**Met1 routing**

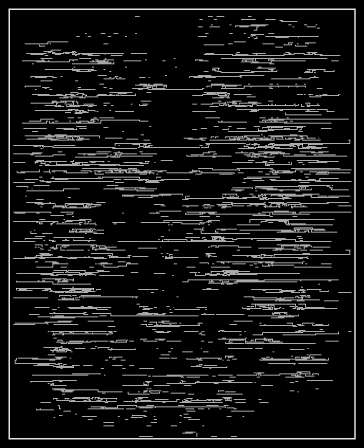
**Metal 2**

The bar under the picture is 20 um long.
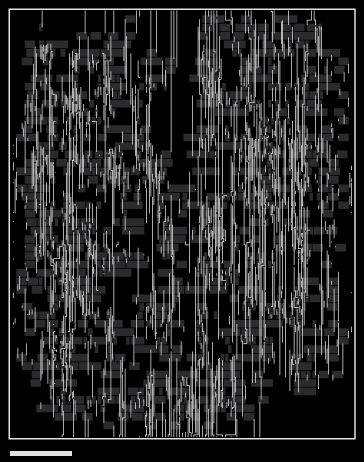
**Signal wires on met3**

The bar under the picture is 20 um long.
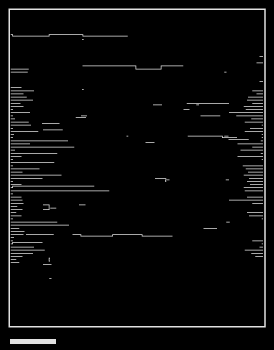
File: src/rtl/sram_access_initiator.sv
// Initiator side of a single-port, byte-enabled SRAM: sized load/store requests in, one response out.
// Define SRAM_ACCESS_INITIATOR_CLEAR_EN to zero the whole SRAM after every reset.
module sram_access_initiator #(
  parameter int ADDR_WIDTH = 11
) (
  input  logic                  sram_clock,
  input  logic                  sram_reset,
  input  logic                  req_valid,
  output logic                  req_ready,
  input  logic                  req_write,
  input  logic [1:0]            req_size,
  input  logic                  req_signed,
  input  logic [ADDR_WIDTH+1:0] req_address,
  input  logic [31:0]           req_write_data,
  output logic                  rsp_valid,
  input  logic                  rsp_ready,
  output logic [31:0]           rsp_data,
  output logic                  rsp_error,
  output logic                  init_busy,
  output logic                  sram_read,
  output logic                  sram_write,
  output logic [3:0]            sram_byte_enables,
  output logic [ADDR_WIDTH-1:0] sram_address,
  output logic [31:0]           sram_write_data,
  input  logic [31:0]           sram_read_data
);

  typedef enum logic [2:0] {IDLE, ACCESS, CAPTURE, RESPOND, CLEAR} state_t;

  localparam logic [1:0] SIZE_BYTE = 2'b00;
  localparam logic [1:0] SIZE_HALF = 2'b01;
  localparam logic [1:0] SIZE_WORD = 2'b10;

`ifdef SRAM_ACCESS_INITIATOR_CLEAR_EN
  localparam state_t RESET_STATE = CLEAR;
`else
  localparam state_t RESET_STATE = IDLE;
`endif

  state_t                  state_q, state_d;
  logic                    op_write_q;
  logic                    op_signed_q;
  logic [1:0]              op_size_q;
  logic [1:0]              op_lane_q;
  logic [ADDR_WIDTH-1:0]   addr_q;
  logic [3:0]              be_q;
  logic [31:0]             wdata_q;
  logic [31:0]             rsp_data_q;
  logic                    rsp_error_q;

  logic                    req_illegal;
  logic [3:0]              be_calc;
  logic [31:0]             wdata_calc;
  logic [7:0]              lane_byte;
  logic [15:0]             lane_half;
  logic [31:0]             rd_ext;

`ifdef SRAM_ACCESS_INITIATOR_CLEAR_EN
  logic [ADDR_WIDTH-1:0]   clear_cnt_q;
  assign init_busy = (state_q == CLEAR);
`else
  assign init_busy = 1'b0;
`endif

  assign rsp_data  = rsp_data_q;
  assign rsp_error = rsp_error_q;

  // Request decode: legality, byte enables and lane-replicated write data.
  // NOTE: every signal written in always_comb gets a default first, so no path can infer a latch.
  always_comb begin
    req_illegal = 1'b0;
    be_calc     = 4'hF;
    wdata_calc  = req_write_data;
    case (req_size)
      SIZE_BYTE: begin
        be_calc    = 4'b0001 << req_address[1:0];
        wdata_calc = {4{req_write_data[7:0]}};
      end
      SIZE_HALF: begin
        req_illegal = req_address[0];
        be_calc     = req_address[1] ? 4'b1100 : 4'b0011;
        wdata_calc  = {2{req_write_data[15:0]}};
      end
      SIZE_WORD: req_illegal = (req_address[1:0] != 2'b00);
      default:   req_illegal = 1'b1;
    endcase
  end

  // Read lane extraction and sign/zero extension of the word returned by the SRAM.
  always_comb begin
    lane_byte = sram_read_data[7:0];
    case (op_lane_q)
      2'd1:    lane_byte = sram_read_data[15:8];
      2'd2:    lane_byte = sram_read_data[23:16];
      2'd3:    lane_byte = sram_read_data[31:24];
      default: lane_byte = sram_read_data[7:0];
    endcase
    lane_half = op_lane_q[1] ? sram_read_data[31:16] : sram_read_data[15:0];
    case (op_size_q)
      SIZE_BYTE: rd_ext = {{24{op_signed_q & lane_byte[7]}}, lane_byte};
      SIZE_HALF: rd_ext = {{16{op_signed_q & lane_half[15]}}, lane_half};
      default:   rd_ext = sram_read_data;
    endcase
  end

  always_comb begin
    state_d           = state_q;
    req_ready         = 1'b0;
    rsp_valid         = 1'b0;
    sram_read         = 1'b0;
    sram_write        = 1'b0;
    sram_address      = addr_q;
    sram_byte_enables = be_q;
    sram_write_data   = wdata_q;
    case (state_q)
      IDLE: begin
        req_ready = 1'b1;
        if (req_valid) state_d = req_illegal ? RESPOND : ACCESS;
      end
      ACCESS: begin
        sram_read  = ~op_write_q;
        sram_write = op_write_q;
        state_d    = CAPTURE;
      end
      CAPTURE: state_d = RESPOND;
      RESPOND: begin
        rsp_valid = 1'b1;
        if (rsp_ready) state_d = IDLE;
      end
`ifdef SRAM_ACCESS_INITIATOR_CLEAR_EN
      CLEAR: begin
        sram_write        = 1'b1;
        sram_address      = clear_cnt_q;
        sram_byte_enables = 4'hF;
        sram_write_data   = '0;
        if (clear_cnt_q == '1) state_d = IDLE;
      end
`endif
      default: state_d = IDLE;
    endcase
  end

  // NOTE: sequential state uses non-blocking assignments so every register samples pre-edge values.
  always_ff @(posedge sram_clock) begin
    if (sram_reset) begin
      state_q     <= RESET_STATE;
      op_write_q  <= 1'b0;
      op_signed_q <= 1'b0;
      op_size_q   <= 2'b00;
      op_lane_q   <= 2'b00;
      addr_q      <= '0;
      be_q        <= 4'h0;
      wdata_q     <= '0;
      rsp_data_q  <= '0;
      rsp_error_q <= 1'b0;
`ifdef SRAM_ACCESS_INITIATOR_CLEAR_EN
      clear_cnt_q <= '0;
`endif
    end else begin
      state_q <= state_d;
      if (state_q == IDLE && req_valid) begin
        rsp_error_q <= req_illegal;
        rsp_data_q  <= '0;
        if (!req_illegal) begin
          op_write_q  <= req_write;
          op_signed_q <= req_signed;
          op_size_q   <= req_size;
          op_lane_q   <= req_address[1:0];
          addr_q      <= req_address[ADDR_WIDTH+1:2];
          be_q        <= be_calc;
          wdata_q     <= wdata_calc;
        end
      end
      if (state_q == CAPTURE) rsp_data_q <= op_write_q ? '0 : rd_ext;
`ifdef SRAM_ACCESS_INITIATOR_CLEAR_EN
      if (state_q == CLEAR) clear_cnt_q <= clear_cnt_q + 1'b1;
`endif
    end
  end

endmodule
File: config.mk
export PLATFORM = sky130hd
export DESIGN_NAME = sram_access_initiator
export DESIGN_NICKNAME = d
export VERILOG_FILES = /design/src/rtl/sram_access_initiator.sv
export SDC_FILE = /design/constraint.sdc
export NUM_CORES = 1
export LEC_CHECK = 0
export ABC_AREA = 1
export CAP_MARGIN = 40
export CORE_ASPECT_RATIO = 1.25
export CORE_MARGIN = 1.5
export CORE_UTILIZATION = 30
export CTS_BUF_LIST = sky130_fd_sc_hd__clkbuf_16
export CTS_CLUSTER_SIZE = 28
export DETAILED_ROUTE_END_ITERATION = 10
export PLACE_DENSITY_LB_ADDON = 0.1
export SLEW_MARGIN = 20
export SYNTH_ARGS = -nofsm -noshare
export SYNTH_HDL_FRONTEND = slang
export SYNTH_SLANG_ARGS = --single-unit
File: constraint.sdc
create_clock -name sram_clock -period 1.7 [get_ports sram_clock]
set_clock_uncertainty 0.05 [all_clocks]
set_input_delay 0.34 -clock sram_clock [delete_from_list [all_inputs] [get_ports sram_clock]]
set_output_delay 0.34 -clock sram_clock [all_outputs]
set_load 0.01 [all_outputs]
==> results.yml <==
# synthesis and place-and-route metrics
detailed_routing:
  avgRoutedWirePerCell_um: 15.5
  drc: 0
  viasPerCell: 4.80
  first_pass_iters: 5
  drtIter0Drc: 237
  drtAntennaViolNets: 0
setup_path:
  r2r_slack_ns: 0.10
  cp_max_fo: 2
  path_cells: "clkdlybuf4s50_1"
  cpMaxStageDelayCell: "clkdlybuf4s50_1"
  crit_family: "buffers and inverters"
  timing.rr.start: "state_q[0]"
  reg2reg_to: "rsp_data[30]"
  path_class: "flop to primary output"
  cpPeakStageDelay_ns: 0.57
  critPathLaunch: "sram_write_data[22]"
  worstSetupEndpointType: "primary output"
  crit_end: "sram_write_data[22]"
  r2r_cells: 9
  path_depth: 1
  worst-endpoint-arrival_ns: 1.26
  timing.critical_path.buf_inv: 1
  start_kind: "flop"
  required_ns: 1.31
sta:
  fin_ws_ns: 0.0493
  fin_crit_ns: 1.65
  hold_viol: 0
  finalCritPeriodShare_pct: 97.1
  setup_viol: 0
  finalSetupTns_ns: 0
  hold_ws_ns: 0.413
  max_freq_mhz: 606
  drv_slew: 0
global_routing:
  grt_pass1_vias: 4446
  grt_usage_pct: 18.9
  grt_pass1_wl_um: 22600
  grt_max_degree: 55
  overflow: 0
  antenna_found_initial: 0
clock_tree:
  clock_latency_ns: 0.34
  cts_tree: "done"
  cts_resized: 10
  cts_buffers: 9
  clockRootBuffer: "clkbuf_16"
  cts.clk_slew.worst_paths_ns: 0.07
  clock-sinks: 88
  clockBufferDepth: 2
  h-tree-depth: 3
  hold_buffers: 0
  cts_setup_buffers: 0
yosys:
  synth-xor-area-share_pct: 0
  synthAdderAreaFrac_pct: 1.44
  synth_warnings: 0
  seq_area_frac_synth_pct: 40.6
  synth_area_leader_cell: "dfxtp_1"
  synth_cell_type_count: 38
  ff_type: "dfxtp_1"
  mux_share_pct: 0
  synth_area_um2: 4340
  simple_gate_area_share_pct: 25.9
  most_common_cell: "nand2_1"
  syn_inst: 612
  synthAoiAreaFrac_pct: 22.1
  enable_flop_cells: 0
  top_cells_by_count: "115 x nand2_1, 99 x nor2_1, 88 x dfxtp_1"
  syn_avg_cell_area_um2: 7.10
  top_cell_area_share_pct: 40.6
  yosys_cells: 612
  synth_flops: 88
  yosys_area_um2: 4340
  logic_family: "simple AND/OR/NAND/NOR gates"
  top_cells_by_area: "dfxtp_1 41%, nand2_1 9.9%, a21oi_1 9.2%, nor2_1 8.6%, o21ai_0 7.3%"
  async_flop_share_pct: 0
layout:
  final_cell_mix: "163 x clkdlybuf4s50_1, 115 x nand2_1, 97 x nor2_1"
  design.seq.count: 88
  drive_gt1_share_pct: 13.3
  seq_area_um2: 1770
  fin_util_pct: 47.0
  fillCellCount: 1447
  instances_no_fill: 978
  buf_share_pct: 31.6
  layout.area.comb_um2: 2170
  comb_area_share_pct: 32.4
  logic_gate_count: 446
  area_growth_pct: 54.6
  n_antenna_cell: 0
  buffers: 214
  final-clk-cell-share_pct: 4.29
  layout_top_cell: "clkdlybuf4s50_1"
  inv_count: 36
  nClkBuffers: 9
  nets: 885
  sh_seq_area_pct: 26.3
  largest_class: "combinational gates"
  final_cell_area_um2: 6710
power_and_ir_drop:
  seq_power_share_pct: 33.9
  powerDensity_nw_per_um2: 1150
  switching_power_mw: 2.67
  switching_share_pct: 34.7
  leakage_nw: 2.71
  power_mw: 7.69
  intPower_mw: 5.02
  clockPowerShare_pct: 25.6
  power.share.combinational_pct: 40.5
  vdd_drop_max_v: 0.000559
place:
  dp_slack_ns: -0.258
  place_congestion: 0.856
  dp_hpwl_um: 11200
  place.port_buffers: 168
  dp.cells: 960
  place_area_um2: 6380
status:
  status: "finished clean"
floorplan:
  initCoreUtil_pct: 30.4
  fp.dieW_um: 111
  num_rows: 49
  io_pins: 170
  core_um2: 14300
  fp.dieArea_um2: 15200
  tapCellCount: 178
  die_y_um: 138
hold_path:
  min_to: "rsp_data[20]"
  hp-start: "rsp_data[20]"
  holdPathStages: 2
  min_path_type: "flop to flop"
flow_run:
  warning_count: 30
  cap_violations: 0
-- 'met1 routing' (at the start) --
wire length on this layer: 6160 um
longest straight run: 34.0 um
share of all routed wire: 41%
via count: 4698
met1 Use GR: 20.4%

-- 'metal 2' (at the start) --
main direction: vertical
share of all routed wire: 50%
wire length on this layer: 7660 um
nets with wire on the layer: 718
met2 Use GR: 34.2%
final wirelength: 15200 um

-- 'signal wires on met3' (at the start) --
share of all routed wire: 6.8%
longest straight run: 42.5 um
wire length on this layer: 1030 um
main direction: horizontal
nets with wire on the layer: 123
met3 GRT Util: 6.16%

==> flip-flops by register name, summed over array words and instances (netlist names) <==
name / flops
state_q: 2
sram_write_data: 32
sram_address: 11
op_size_q: 2
op_write_q: 1
rsp_error: 1
sram_byte_enables: 4
rsp_data: 32
op_lane_q: 2
op_signed_q: 1
==> layer usage <==
metal  track usage, %  vias up  wire length [um]
met5                0        -                 0
met4             7.76        0               346
met3             6.16       23              1030
met2             34.2      155              7660
met1             20.4     2149              6160
li1                 -     2371                 -
==> power by group through the flow <==
stage,logic [mW],clock network (mW),registers (mW)
2_1_floorplan,1.44,0,2.74
3_3_place_gp,2.96,0,2.63
3_5_place_dp,2.99,0,2.64
4_1_cts,2.98,2.02,2.61
5_1_grt,3.41,2.09,2.65
6_report,3.12,1.97,2.60
Power is estimated from default activity; no workload was simulated.
